Figure 1. Clock wires, drivers and flops.
(8 px per um)
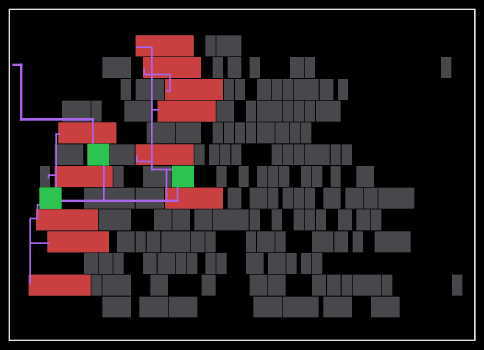
Figure 2. Placed cells, one colour a class.
(4 px per um)
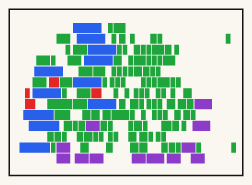
Figure 3. Wires at chosen ports, followed through buffers.
(8 px per um)
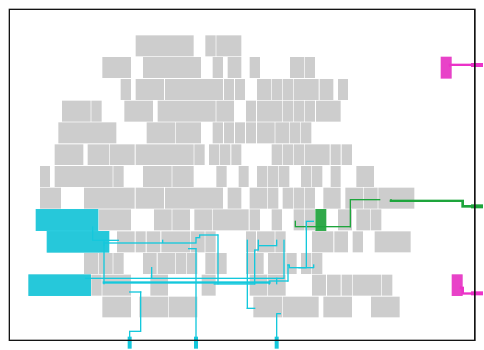
--- config.mk ---
export PLATFORM = sky130hd
export DESIGN_NAME = alarma_animal_ctrl
export DESIGN_NICKNAME = d
export VERILOG_FILES = /design/src/rtl/alarma_pkg.sv /design/src/rtl/alarma_contador.sv /design/src/rtl/alarma_animal_ctrl.sv
export SDC_FILE = /design/constraint.sdc
export NUM_CORES = 1
export LEC_CHECK = 0
export ABC_AREA = 1
export ABC_CLOCK_PERIOD_IN_PS = 2100
export CAP_MARGIN = 20
export CORE_ASPECT_RATIO = 0.7
export CORE_UTILIZATION = 40
export CTS_CLUSTER_DIAMETER = 100
export DETAILED_ROUTE_END_ITERATION = 7
export PLACE_DENSITY = 0.68
export SETUP_SLACK_MARGIN = 0.15
export SKIP_CTS_REPAIR_TIMING = 1
export SLEW_MARGIN = 0
export SYNTH_ARGS = -nofsm -noshare
export SYNTH_HDL_FRONTEND = slang
export SYNTH_SLANG_ARGS = --single-unit
--- constraint.sdc ---
create_clock -name clk -period 2.1 [get_ports clk]
set_clock_uncertainty 0.15 [all_clocks]
set_input_delay 0.42 -clock clk [delete_from_list [all_inputs] [get_ports clk]]
set_output_delay 0.42 -clock clk [all_outputs]
set_load 0.01 [all_outputs]
--- src/rtl/alarma_pkg.sv ---
// Shared state codes, memoria bit indices and default timing for the animal-alarm controller.
// Latency: n/a (types and constants only).
// Backpressure: n/a.
package alarma_pkg;

  typedef enum logic [2:0] {
    DESARMADO = 3'd0,
    SALIDA    = 3'd1,
    ARMADO    = 3'd2,
    ENTRADA   = 3'd3,
    ALARMA    = 3'd4
  } estado_t;

  localparam int MEM_MT = 0;
  localparam int MEM_TB = 1;

  localparam int DELAY_SALIDA_DEF  = 8;
  localparam int DELAY_ENTRADA_DEF = 8;
  localparam int T_SIRENA_DEF      = 16;
  localparam int CNT_W_DEF         = 8;

  // A duration must fit the counter: 1..2^w cycles means a terminal count of 0..2^w-1.
  function automatic logic duracion_ok(input int valor, input int w);
    return (w >= 1) && (w < 31) && (valor >= 1) && (valor <= (1 << w));
  endfunction

endpackage

--- src/rtl/alarma_contador.sv ---
// Shared delay counter: counts up while enabled and flags when it reaches a runtime limit.
// Latency: fin is combinational from the count register; clear/increment take effect next edge.
// Backpressure: none; holds at the limit instead of wrapping.
module alarma_contador #(
  parameter int CNT_W = 8
) (
  input  logic             clk,
  input  logic             rst,
  input  logic             clr,
  input  logic             en,
  input  logic [CNT_W-1:0] limite,
  output logic             fin
);

  logic [CNT_W-1:0] cnt;

  always_ff @(posedge clk) begin
    if (rst || clr) begin
      cnt <= '0;
    end else if (en && !fin) begin
      cnt <= cnt + 1'b1;
    end
  end

  assign fin = (cnt == limite);

endmodule

--- src/rtl/alarma_animal_ctrl.sv ---
// Armed/disarmed sequencer with exit delay, entry delay and timed siren; ALARMA_MEMORIA_EN adds the trigger-cause latch.
// Latency: Moore outputs, 1 cycle from sampled input to output.
// Backpressure: none; inputs are level-sampled every edge.
module alarma_animal_ctrl
  import alarma_pkg::*;
#(
  parameter int DELAY_SALIDA  = DELAY_SALIDA_DEF,
  parameter int DELAY_ENTRADA = DELAY_ENTRADA_DEF,
  parameter int T_SIRENA      = T_SIRENA_DEF,
  parameter int CNT_W         = CNT_W_DEF
) (
  input  logic       clk,
  input  logic       rst,
  input  logic       armar,
  input  logic       desarmar,
  input  logic       m,
  input  logic       ta,
  input  logic       tb,
  output logic       alarma,
  output logic       aviso,
  output logic       armado,
  output logic [2:0] estado,
  output logic [1:0] memoria
);

  if (!(duracion_ok(DELAY_SALIDA, CNT_W) && duracion_ok(DELAY_ENTRADA, CNT_W) &&
        duracion_ok(T_SIRENA, CNT_W))) begin : g_param_invalido
    $fatal(1, "alarma_animal_ctrl: delays must lie in 1..2^CNT_W");
  end

  localparam logic [CNT_W-1:0] LIM_SALIDA  = CNT_W'(DELAY_SALIDA - 1);
  localparam logic [CNT_W-1:0] LIM_ENTRADA = CNT_W'(DELAY_ENTRADA - 1);
  localparam logic [CNT_W-1:0] LIM_SIRENA  = CNT_W'(T_SIRENA - 1);

  estado_t          state_q;
  estado_t          state_d;
  logic             disparo_tb;
  logic             cnt_clr;
  logic             cnt_en;
  logic             cnt_fin;
  logic [CNT_W-1:0] cnt_limite;

  // desarmar outranks tb, so a panic trigger only counts when no disarm is present.
  assign disparo_tb = tb && !desarmar;

  always_ff @(posedge clk) begin
    if (rst) begin
      state_q <= DESARMADO;
    end else begin
      state_q <= state_d;
    end
  end

  always_comb begin
    state_d = state_q;
    if (desarmar) begin
      state_d = DESARMADO;
    end else if (tb) begin
      state_d = ALARMA;
    end else begin
      case (state_q)
        DESARMADO: if (armar)   state_d = SALIDA;
        SALIDA:    if (cnt_fin) state_d = ARMADO;
        ARMADO:    if (m && ta) state_d = ENTRADA;
        ENTRADA:   if (cnt_fin) state_d = ALARMA;
        ALARMA:    if (cnt_fin) state_d = ARMADO;
        default:                state_d = DESARMADO;
      endcase
    end
  end

  always_comb begin
    cnt_limite = '0;
    cnt_en     = 1'b0;
    case (state_q)
      SALIDA: begin
        cnt_limite = LIM_SALIDA;
        cnt_en     = 1'b1;
      end
      ENTRADA: begin
        cnt_limite = LIM_ENTRADA;
        cnt_en     = 1'b1;
      end
      ALARMA: begin
        cnt_limite = LIM_SIRENA;
        cnt_en     = 1'b1;
      end
      default: ;
    endcase
  end

  // Any state change restarts timing; tb while already sounding restarts the siren too.
  assign cnt_clr = (state_d != state_q) || disparo_tb;

  alarma_contador #(
    .CNT_W (CNT_W)
  ) u_contador (
    .clk    (clk),
    .rst    (rst),
    .clr    (cnt_clr),
    .en     (cnt_en),
    .limite (cnt_limite),
    .fin    (cnt_fin)
  );

  assign alarma = (state_q == ALARMA);
  assign aviso  = (state_q == SALIDA) || (state_q == ENTRADA);
  assign armado = (state_q == ARMADO) || (state_q == ENTRADA) || (state_q == ALARMA);
  assign estado = state_q;

`ifdef ALARMA_MEMORIA_EN
  logic [1:0] memoria_q;
  logic [1:0] memoria_set;
  logic       memoria_clr;

  // ENTRADA is only reachable from ARMADO through m&ta, so entering it identifies that cause.
  always_comb begin
    memoria_set         = 2'b00;
    memoria_set[MEM_MT] = (state_q == ARMADO) && (state_d == ENTRADA);
    memoria_set[MEM_TB] = disparo_tb;
  end

  assign memoria_clr = (state_q != SALIDA) && (state_d == SALIDA);

  always_ff @(posedge clk) begin
    if (rst || memoria_clr) begin
      memoria_q <= 2'b00;
    end else begin
      memoria_q <= memoria_q | memoria_set;
    end
  end

  assign memoria = memoria_q;
`else
  assign memoria = 2'b00;
`endif

endmodule

==> GITHUB_STEP_SUMMARY <==
### Flow metrics

| Metric | Value |
|---|---|
| Worst path slowest cell | `clkdlybuf4s50_1` |
| Largest net degree at the start of global routing | `12` |
| Vias | `793` |
| # clock sinks | `11` |
| GPL Wtd Cong | `0.846` |
| DP Worst Slack | `0.104 ns` |
| Failing checks | `DRC` |
| Delay-heaviest family, CP | `buffers and inverters` |
| Final instance area | `1040 um2` |
| Worst setup EP type | `output port` |
| Vias in the first global route | `629` |
| Fin Hold WS | `0.464 ns` |
| Total grt overflow | `0` |
| Fin util | `53.5%` |
| YS warnings | `0` |
| Maximum VDD drop | `377 uV` |
| Final Non-Filler Cells | `170` |
| Die x size | `58.0 um` |
| Synth Instances | `134` |
| Dominant cell area share | `25.1%` |
| Post-route clock period utilization | `85.3%` |
| P per Cell Area | `415 nW/um2` |
| DIE HEIGHT | `41.2 um` |
| Peak Freq | `0.558 GHz` |
| CP max stage delay | `0.56 ns` |
| # Cells Yosys | `134` |
| Hpwl dp | `1390 um` |
| Post-Syn Area | `878 um2` |
| Setup TNS Final | `0 ns` |
| Drt via density | `4.66` |
| Hold Path Class | `flop to flop` |
| Drt pass-1 iters | `6` |
| Synth Flop Type | `dfxtp_1` |
| Post-layout nets | `157` |
| Flip-flops with a built-in enable | `0` |
| Biggest area cells | `dfxtp_1, nand2_1, inv_1, nor3_2, nand2_2` |
| Full die area | `2390 um2` |
| Ant diodes | `0` |
| Post-route minimum period | `1.79 ns` |
| Yosys cell types | `22` |
| Drt wl/cell | `9.81 um` |
| Status | `finished with violations` |
| MaxCap Viol Count | `0` |
| Syn avg cell area | `6.55 um2` |
| DRC | `3` |
| Overall Power | `0.433 mW` |
| Asr flop ratio synth | `0%` |
| Max-slew violations | `0` |
| CTS max path bufs | `2` |
| Initial antenna violation count | `0` |
| Ys flops | `11` |
| Area Growth Syn to Fin | `18.8%` |
| Final Hold Fails | `0` |
| Register area share after synthesis | `25.1%` |
| Setup violators final | `0` |
| Htree depth | `1` |
| Cell Area, Placed | `1000 um2` |
| Critical Path Fanout Max | `7` |
| Total track usage | `15.7%` |
| CTS Root Cell | `clkbuf_4` |
| Critical path class | `flop to output port` |
| Final wirelength | `1670 um` |
Notes on Figure 1 above:
[red] flip-flops | count: 11
[green] clock drivers | count: 3
[purple] clock wires | length: 104 um
routed clock nets: 4
part of the power in the clock network: 30.8%
clk pwr: 0.133 mW
Late-Pin Clk Latency: 0.26 ns

Notes on Figure 2 above:
| colour | class | cells |
|---|---|---|
| red | clock drivers and dummy loads | 4 |
| purple | other buffers and delay cells | 12 |
| blue | flops | 11 |
| green | combinational and other logic | 121 |
flop share of the area: 21.5%
CORE AREA: 1950 um2

Notes on Figure 3 above:
| colour | port | bits | direction | edge | end cells | buffers | wire |
|---|---|---|---|---|---|---|---|
| green | `alarma` | 1 | output | right | 1 | 1 | 25.4 um |
| magenta | `memoria` | 2 | output | right | 2 | 0 | 4.70 um |
| cyan | `estado` | 3 | output | bottom | 3 | 3 | 148 um |
Ports: 15
PortBufs: 12

[routing by layer]
metal | GRT usage, % | routed length (um)
met5 | 0 | 0
met4 | 3.57 | 6
met3 | 3.79 | 88
met2 | 23.0 | 631
met1 | 23.0 | 940
[cells by family (layout without fill, tap and decap cells)]
logic type | count (synthesis) | in the layout | share of synthesized area, %
DFF | 11 | 11 | 25.1
buffers and inverters | 28 | 41 | 13.7
adders and majority gates | 1 | 1 | 1.42
xor gates and xnor gates | 6 | 6 | 5.98
other | 1 | 2 | 0.427
AOI/OAI and AO/OA | 12 | 12 | 7.55
and+or+nand+nor | 75 | 75 | 45.9
[where the power goes]
group,leakage [nW],switching (mW),internal [mW]
clock network,0.0150,0.0601,0.0732
logic,0.387,0.0499,0.0334
registers,0.0902,0.00481,0.212
[worst reg2reg max path, delay by kind of cell, from the launching register on]
family,cells,cell delay (ns)
simple gates,12,1.04
buf+inv,1,0.07
flops,1,0.40
[flip-flops by register name (all words and copies together) (netlist names)]
signal,count
estado,3
u_contador.cnt,8
[final cells by class]
| type | instances | area, um2 |
|---|---|---|
| clock buffer | 4 | 26.3 |
| fill | 191 | 908 |
| inverter | 25 | 93.8 |
| multi-input combinational | 96 | 544 |
| sequential | 11 | 224 |
| tap | 22 | 27.5 |
| timing repair buffer | 12 | 128 |
[cells in the final DEF (no fill, tap or decap), drive strengths merged]
cell,count
o211ai,1
conb,2
nand4,2
clkdlybuf4s50,9
ha,1
inv,25
nand3,9
nor2,14
dfxtp,11
a21oi,4
xor2,6
nand2,42
dlymetal6s2s,3
clkbuf,4
o21ai,7
nor3,8
[path summary, 6_finish.rpt]
path	start	end	slack (ns)	cells after the start
hold / removal	u_contador.cnt[7]	u_contador.cnt[7]	0.46	4
setup / recovery	estado[2]	estado[2]	0.31	1
setup reg to reg	estado[0]	u_contador.cnt[3]	0.33	13
hold reg to reg	u_contador.cnt[7]	u_contador.cnt[7]	0.46	4
No activity file was given, so power comes from the tool's default toggle rates.
